**Cell sizes after repair**

Bar = 20 um.
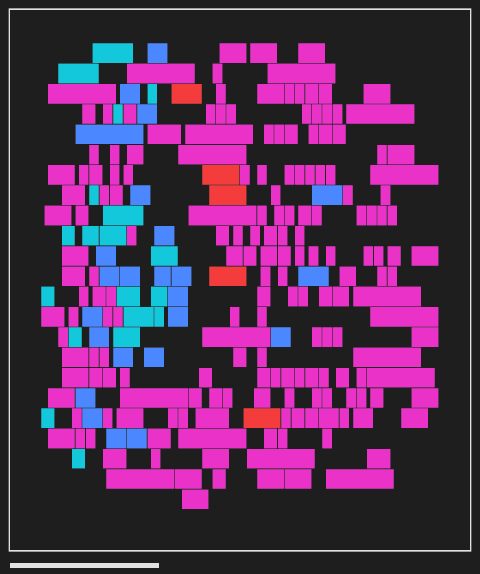
**Clock wiring as the flow saved it**

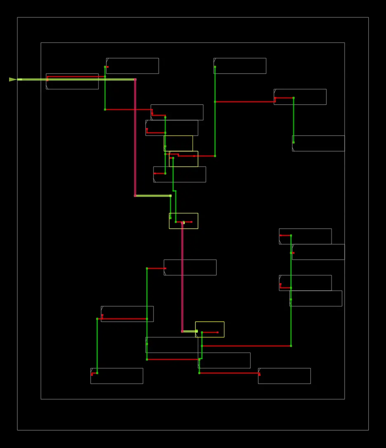
## src/rtl/load_if.sv

```systemverilog
// Bundle of the load-stage signals: the upstream word handshake, the datapath
// status flags, the datapath control strobes and the rate-block handoff.
interface load_if #(
  parameter int BLOCK_CNT_W = 16
);
  logic                   valid_i;
  logic                   ready_o;
  logic                   input_buffer_full;
  logic                   input_size_reached;
  logic                   first_incomplete_input_word;
  logic                   last_input_block;
  logic                   control_regs_enable;
  logic                   load_enable;
  logic                   padding_enable;
  logic                   padding_reset;
  logic                   input_counter_en;
  logic                   input_counter_load;
  logic                   rate_valid_o;
  logic                   rate_ready_i;
  logic                   last_block_o;
  logic                   busy_o;
  logic [BLOCK_CNT_W-1:0] block_count_o;

  // Controller side: consumes status and handshakes, drives strobes.
  modport slave (
    input  valid_i, input_buffer_full, input_size_reached,
           first_incomplete_input_word, last_input_block, rate_ready_i,
    output ready_o, control_regs_enable, load_enable, padding_enable,
           padding_reset, input_counter_en, input_counter_load,
           rate_valid_o, last_block_o, busy_o, block_count_o
  );

  // Environment side: upstream source, datapath and absorb stage.
  modport master (
    output valid_i, input_buffer_full, input_size_reached,
           first_incomplete_input_word, last_input_block, rate_ready_i,
    input  ready_o, control_regs_enable, load_enable, padding_enable,
           padding_reset, input_counter_en, input_counter_load,
           rate_valid_o, last_block_o, busy_o, block_count_o
  );
endinterface

```

## src/rtl/load_control.sv

```systemverilog
// Load-stage sequencer of the SHAKE core. Takes the header word and the
// message words, inserts padding-only words once the message is exhausted
// and hands each full rate block to the absorb stage.
module load_control #(
  parameter int BLOCK_CNT_W = 16
) (
  input  logic   clk,
  input  logic   rst,
  load_if.slave  bus
);

  typedef enum logic [1:0] {
    IDLE  = 2'd0,
    LOAD  = 2'd1,
    PAD   = 2'd2,
    FLUSH = 2'd3
  } state_t;

  state_t                 state_r;
  state_t                 state_nxt_s;
  logic [BLOCK_CNT_W-1:0] block_count_r;

  logic ready_s;
  logic ctrl_en_s;
  logic load_en_s;
  logic pad_en_s;
  logic pad_rst_s;
  logic cnt_en_s;
  logic cnt_load_s;
  logic rate_valid_s;
  logic last_block_s;
  logic busy_s;
  logic count_clr_s;
  logic count_inc_s;

  // State register; reset abandons any partial block and returns to IDLE.
  always_ff @(posedge clk or negedge rst) begin
    if (!rst) begin
      state_r <= IDLE;
    end else begin
      state_r <= state_nxt_s;
    end
  end

  // Count of blocks handed off; cleared by a new header, wraps freely.
  always_ff @(posedge clk or negedge rst) begin
    if (!rst) begin
      block_count_r <= {BLOCK_CNT_W{1'b0}};
    end else if (count_clr_s) begin
      block_count_r <= {BLOCK_CNT_W{1'b0}};
    end else if (count_inc_s) begin
      block_count_r <= block_count_r + BLOCK_CNT_W'(1);
    end else begin
      block_count_r <= block_count_r;
    end
  end

  // Next state and strobes; everything is held low while reset is asserted
  // so ready_o cannot advertise acceptance before the controller is live.
  always_comb begin
    state_nxt_s  = state_r;
    ready_s      = 1'b0;
    ctrl_en_s    = 1'b0;
    load_en_s    = 1'b0;
    pad_en_s     = 1'b0;
    pad_rst_s    = 1'b0;
    cnt_en_s     = 1'b0;
    cnt_load_s   = 1'b0;
    rate_valid_s = 1'b0;
    last_block_s = 1'b0;
    busy_s       = 1'b0;
    count_clr_s  = 1'b0;
    count_inc_s  = 1'b0;
    if (rst) begin
      busy_s = (state_r != IDLE);
      case (state_r)
        IDLE: begin
          ready_s = 1'b1;
          if (bus.valid_i) begin
            ctrl_en_s   = 1'b1;
            pad_rst_s   = 1'b1;
            cnt_load_s  = 1'b1;
            count_clr_s = 1'b1;
            state_nxt_s = LOAD;
          end else begin
            state_nxt_s = IDLE;
          end
        end
        LOAD: begin
          // A full buffer takes priority over an exhausted message.
          if (bus.input_buffer_full) begin
            state_nxt_s = FLUSH;
          end else if (bus.input_size_reached) begin
            state_nxt_s = PAD;
          end else begin
            ready_s = 1'b1;
            if (bus.valid_i) begin
              load_en_s = 1'b1;
              cnt_en_s  = 1'b1;
              pad_en_s  = bus.first_incomplete_input_word;
            end else begin
              load_en_s = 1'b0;
            end
          end
        end
        PAD: begin
          if (bus.input_buffer_full) begin
            state_nxt_s = FLUSH;
          end else begin
            load_en_s = 1'b1;
            cnt_en_s  = 1'b1;
            pad_en_s  = 1'b1;
          end
        end
        FLUSH: begin
          // No strobes here so the buffered rate block stays stable.
          rate_valid_s = 1'b1;
          last_block_s = bus.last_input_block;
          if (bus.rate_ready_i) begin
            cnt_load_s  = 1'b1;
            count_inc_s = 1'b1;
            if (bus.last_input_block) begin
              state_nxt_s = IDLE;
            end else if (bus.input_size_reached) begin
              state_nxt_s = PAD;
            end else begin
              state_nxt_s = LOAD;
            end
          end else begin
            state_nxt_s = FLUSH;
          end
        end
        default: begin
          state_nxt_s = IDLE;
        end
      endcase
    end else begin
      state_nxt_s = IDLE;
    end
  end

  assign bus.ready_o             = ready_s;
  assign bus.control_regs_enable = ctrl_en_s;
  assign bus.load_enable         = load_en_s;
  assign bus.padding_enable      = pad_en_s;
  assign bus.padding_reset       = pad_rst_s;
  assign bus.input_counter_en    = cnt_en_s;
  assign bus.input_counter_load  = cnt_load_s;
  assign bus.rate_valid_o        = rate_valid_s;
  assign bus.last_block_o        = last_block_s;
  assign bus.busy_o              = busy_s;
  assign bus.block_count_o       = block_count_r;

endmodule
```

## src/flat_wrapper.sv

```systemverilog
// flat-port wrapper written by rule: the top's interface ports become plain ports
module load_control_flat 
#(
  parameter int BLOCK_CNT_W = 16
)
  (clk, rst, bus_valid_i, bus_input_buffer_full, bus_input_size_reached, bus_first_incomplete_input_word, bus_last_input_block, bus_rate_ready_i, bus_ready_o, bus_control_regs_enable, bus_load_enable, bus_padding_enable, bus_padding_reset, bus_input_counter_en, bus_input_counter_load, bus_rate_valid_o, bus_last_block_o, bus_busy_o, bus_block_count_o);
  load_if #(.BLOCK_CNT_W(BLOCK_CNT_W)) bus_i ();
  input  logic clk;
  input  logic rst;
  input wire logic [$bits(bus_i.valid_i)-1:0] bus_valid_i;
  input wire logic [$bits(bus_i.input_buffer_full)-1:0] bus_input_buffer_full;
  input wire logic [$bits(bus_i.input_size_reached)-1:0] bus_input_size_reached;
  input wire logic [$bits(bus_i.first_incomplete_input_word)-1:0] bus_first_incomplete_input_word;
  input wire logic [$bits(bus_i.last_input_block)-1:0] bus_last_input_block;
  input wire logic [$bits(bus_i.rate_ready_i)-1:0] bus_rate_ready_i;
  output wire logic [$bits(bus_i.ready_o)-1:0] bus_ready_o;
  output wire logic [$bits(bus_i.control_regs_enable)-1:0] bus_control_regs_enable;
  output wire logic [$bits(bus_i.load_enable)-1:0] bus_load_enable;
  output wire logic [$bits(bus_i.padding_enable)-1:0] bus_padding_enable;
  output wire logic [$bits(bus_i.padding_reset)-1:0] bus_padding_reset;
  output wire logic [$bits(bus_i.input_counter_en)-1:0] bus_input_counter_en;
  output wire logic [$bits(bus_i.input_counter_load)-1:0] bus_input_counter_load;
  output wire logic [$bits(bus_i.rate_valid_o)-1:0] bus_rate_valid_o;
  output wire logic [$bits(bus_i.last_block_o)-1:0] bus_last_block_o;
  output wire logic [$bits(bus_i.busy_o)-1:0] bus_busy_o;
  output wire logic [$bits(bus_i.block_count_o)-1:0] bus_block_count_o;
  assign bus_i.valid_i = bus_valid_i;
  assign bus_i.input_buffer_full = bus_input_buffer_full;
  assign bus_i.input_size_reached = bus_input_size_reached;
  assign bus_i.first_incomplete_input_word = bus_first_incomplete_input_word;
  assign bus_i.last_input_block = bus_last_input_block;
  assign bus_i.rate_ready_i = bus_rate_ready_i;
  assign bus_ready_o = bus_i.ready_o;
  assign bus_control_regs_enable = bus_i.control_regs_enable;
  assign bus_load_enable = bus_i.load_enable;
  assign bus_padding_enable = bus_i.padding_enable;
  assign bus_padding_reset = bus_i.padding_reset;
  assign bus_input_counter_en = bus_i.input_counter_en;
  assign bus_input_counter_load = bus_i.input_counter_load;
  assign bus_rate_valid_o = bus_i.rate_valid_o;
  assign bus_last_block_o = bus_i.last_block_o;
  assign bus_busy_o = bus_i.busy_o;
  assign bus_block_count_o = bus_i.block_count_o;
  load_control #(.BLOCK_CNT_W(BLOCK_CNT_W)) u_core (.clk(clk), .rst(rst), .bus(bus_i));
endmodule
```

## config.mk

```make
export PLATFORM = sky130hd
export DESIGN_NAME = load_control_flat
export DESIGN_NICKNAME = d
export VERILOG_FILES = /design/src/rtl/load_if.sv /design/src/rtl/load_control.sv /design/src/flat_wrapper.sv
export SDC_FILE = /design/constraint.sdc
export NUM_CORES = 1
export LEC_CHECK = 0
export ABC_AREA = 1
export CORE_ASPECT_RATIO = 1.2
export CORE_MARGIN = 4
export CORE_UTILIZATION = 35
export CTS_CLUSTER_DIAMETER = 40
export DETAILED_ROUTE_END_ITERATION = 10
export PLACE_DENSITY_LB_ADDON = 0.05
export SLEW_MARGIN = 0
export SYNTH_ARGS = -nofsm -noshare
export SYNTH_HDL_FRONTEND = slang
export SYNTH_SLANG_ARGS = --single-unit
export TNS_END_PERCENT = 1
```

## constraint.sdc

```tcl
create_clock -name clk -period 1.95 [get_ports clk]
set_input_delay 0.39 -clock clk [delete_from_list [all_inputs] [get_ports clk]]
set_output_delay 0.39 -clock clk [all_outputs]
set_load 0.01 [all_outputs]
```

==> results.json <==
{
  "outcome": "completed",
  "rr_worst_depth": 9,
  "dieWidth_um": 61.70,
  "synth-area-yosys_um2": 1211,
  "worstSetupEndpointType": "output pin",
  "worstSetupPathDepth": 6,
  "grt_pass1_wl_um": 5720,
  "met2_length_um": 1717,
  "fp.dieH_um": 72.44,
  "post_synth_most_frequent_cells": "nand2_1 (46), nor2_1 (27), inv_1 (25)",
  "drtPass1Iterations": 5,
  "fmax_ghz": 0.5330,
  "core_footprint_um2": 3338,
  "clock_sink_count": 18,
  "worst_ep_arrival_time_ps": 1490,
  "worst_r2r_endpoint": "u_core.bus.block_count_o[9]",
  "met3_wire_len_um": 167,
  "ys_cells": 177,
  "finalWirelength_um": 3359,
  "chip_area_um2": 4470,
  "tritoncts": "done",
  "layout.nets": 247,
  "netlist_top_cells_area": "dfrtp_1 (37%), nand2_1 (14%), nor2_1 (8.4%)",
  "dp_cells": 263,
  "timing_worst_setup_path_type": "reg -> out",
  "layout_min_cycle_time_ps": 1876,
  "grt_max_degree": 21,
  "post_synth_instance_area_um2": 1211,
  "routabilityCongestion": 0.8309,
  "busiest_layer": "met2",
  "fraction_of_layout_cells_with_a_size_suffix_above_1_pct": 20.69,
  "fin_util_pct": 53.75,
  "ys_warn_count": 0,
  "path_cells": "buf_6 -> ha_2 -> buf_4 -> nand2_1 -> inv_1 -> clkdlybuf4s15_1",
  "register_clock_pin_slew_on_the_reported_worst_setup_and_hold_paths_ps": 80,
  "vdd.ir_drop.worst_mv": 0.4977,
  "dp.final_hpwl_um": 2508,
  "period_used_pct": 96.22,
  "placement_rows": 23,
  "met2_usage_pct": 28.87,
  "max_slew.worst_pin.slew_ps": 275.1,
  "ys.flops": 18,
  "grt_pass1_vias": 1342,
  "place_worst_setup_slack_ps": -411.9,
  "routed.top_layer": "met4",
  "top_area_share_pct": 37.19,
  "ys_async_sr_fraction_pct": 100.0,
  "timing.rr.start": "u_core.state_r[0]",
  "ff_type": "dfrtp_1",
  "grt_setup_unrepaired": "true",
  "route.layer.met1.wl_um": 1403,
  "grt.met3_usage_pct": 3.025,
  "postSynthCellCount": 177,
  "critical_path_peak_fanout": 3,
  "routed_wire_length_per_instance_um": 12.49,
  "syn-num-nets": 191,
  "total_of_max_cap_violations": 0,
  "ctsHoldBuffers": 0,
  "timing.critical_path.required_ps": 1560,
  "cts.root.buffer_cell": "clkbuf_8",
  "worstSetupStartpoint": "u_core.state_r[0]",
  "number_of_warnings_in_the_stage_logs": 32,
  "cp_slowest_stage_delay_ps": 400,
  "enable_flop_cells": 0,
  "min_delay_worst_endpoint": "u_core.bus.block_count_o[7]",
  "hold_path.startpoint": "u_core.bus.block_count_o[7]",
  "ant_nets": 0,
  "clockBufferDepth": 2,
  "drt-vias-per-instance": 4.825,
  "clkLatencyLatePin_ps": 260,
  "finalHoldViolations": 0,
  "initCoreUtil_pct": 36.28,
  "finalNonFillerCells": 269,
  "buffer_ports.inserted": 33,
  "timing.critical_path.from_type": "register",
  "grt_use_total_pct": 16.83,
  "synthDominantAreaCellType": "dfrtp_1",
  "min_path_cells": 1,
  "io_pins": 34,
  "setup_slack_of_the_worst_register_to_register_path_ps": 320,
  "power.density_nw_per_um2": 835.9,
  "gr-usage-met1_pct": 20.15,
  "worst_hold_class": "reg -> reg",
  "cellLeakagePower_nw": 0.9041,
  "synth-seq-area-share_pct": 37.19,
  "critical_path.slowest_cell": "dfrtp_1",
  "max_slew_margin_pct": 81.66,
  "global_route.overflow_total": 0,
  "vias": 1298,
  "route.detailed.drc": 0,
  "setup-violations-final": 0,
  "number_of_clock_buffers_inserted_by_tritoncts": 3,
  "cpLargestDelayFamily": "buffers and inverters",
  "timing_max_transition_violations_final": 0,
  "syn_avg_cell_area_um2": 6.843,
  "synth.distinct_cells": 23,
  "drt_iter0_drc": 67,
  "dpl_cell_area_um2": 1712,
  "grt_antenna_before_repair": 0,
  "most_common_cell": "nand2_1",
  "capture_point_of_the_critical_path": "bus_rate_valid_o",
  "diodes": 0,
  "worst-path-buf-inv": 4,
  "cts_htree_levels": 1
}
Back to the opening pictures, 'cell sizes after repair':
Blue stands for drive 3 to 4, cells 24, most used buf_4. Cyan stands for drive 2, cells 19. Magenta stands for drive 1 or less, cells 184, most used nand2_1. Red stands for drive 6 and up, cells 5, most used clkbuf_8.
setup ws final: 73.77 ps
non-clock buffer count in the final layout: 54
final cell area excluding filler cells: 1794 um2
Area Overhead vs Synth: 48.14%

Back to the opening pictures, 'clock wiring as the flow saved it':
worst clock skew: 3.843 ps
tally of clock buffers in the finished layout: 4
power drawn by the clock network: 0.000316 W
number of flip-flops and latches: 18

-- logic make-up after synthesis --
family,share of synthesized area (%)
compound gates,10.12
buf+inv,9.814
simple gates,35.95
fa+ha+maj,6.198
flops,37.19
xor+xnor,0.7233
-- sequential cells by signal (all words and copies together) (netlist names) --
signal / flops
u_core.state_r: 2
u_core.bus.block_count_o: 16
-- through the flow --
| step | total power, W | hold slack [ps] | setup TNS [ps] |
|---|---|---|---|
| floorplan | 0.0007869 | 94.41 | 0 |
| global placement | 0.001136 | 511.6 | -3294 |
| detailed placement | 0.001143 | 516.0 | -3556 |
| CTS | 0.001457 | 527.3 | -18.30 |
| global route | 0.001605 | 574.8 | -37.48 |
| finish | 0.001500 | 529.0 | 0 |
-- cells in the final DEF, fill, tap and decap left out, types with 2 or more instances in the layout --
master / instances
a21oi_1: 9
buf_2: 4
buf_4: 20
clkbuf_8: 4
clkdlybuf4s50_1: 22
dfrtp_1: 18
dlygate4sd2_1: 5
ha_1: 2
ha_2: 3
inv_1: 21
inv_2: 4
nand2_1: 45
nand2_2: 2
nand3_1: 13
nand3_2: 3
nand4_1: 4
nor2_1: 27
nor2_4: 2
nor3_1: 2
o21ai_0: 8
o21ai_1: 2
-- what timing repair did --
action	4_1_cts	5_1_grt
gates resized	27	15
pin swaps	0	3
buffers inserted	0	2
setup endpoints to repair	10	7
-- final cells by class --
cell class | count | area, um2
tap | 37 | 46.29
inverter | 26 | 100.1
fill | 340 | 1544
multi-input combinational | 130 | 681.9
timing repair buffer | 54 | 460.4
sequential | 18 | 450.4
clock buffer | 4 | 55.05
-- report_power, final --
part / switching (W) / total [W] / internal, W
Sequential: 0.0000437 / 0.000463 / 0.000419
Clock: 0.000137 / 0.000316 / 0.000180
Combinational: 0.000360 / 0.000720 / 0.000360
Power figures rest on the tool's default switching activity, not on a simulated workload.
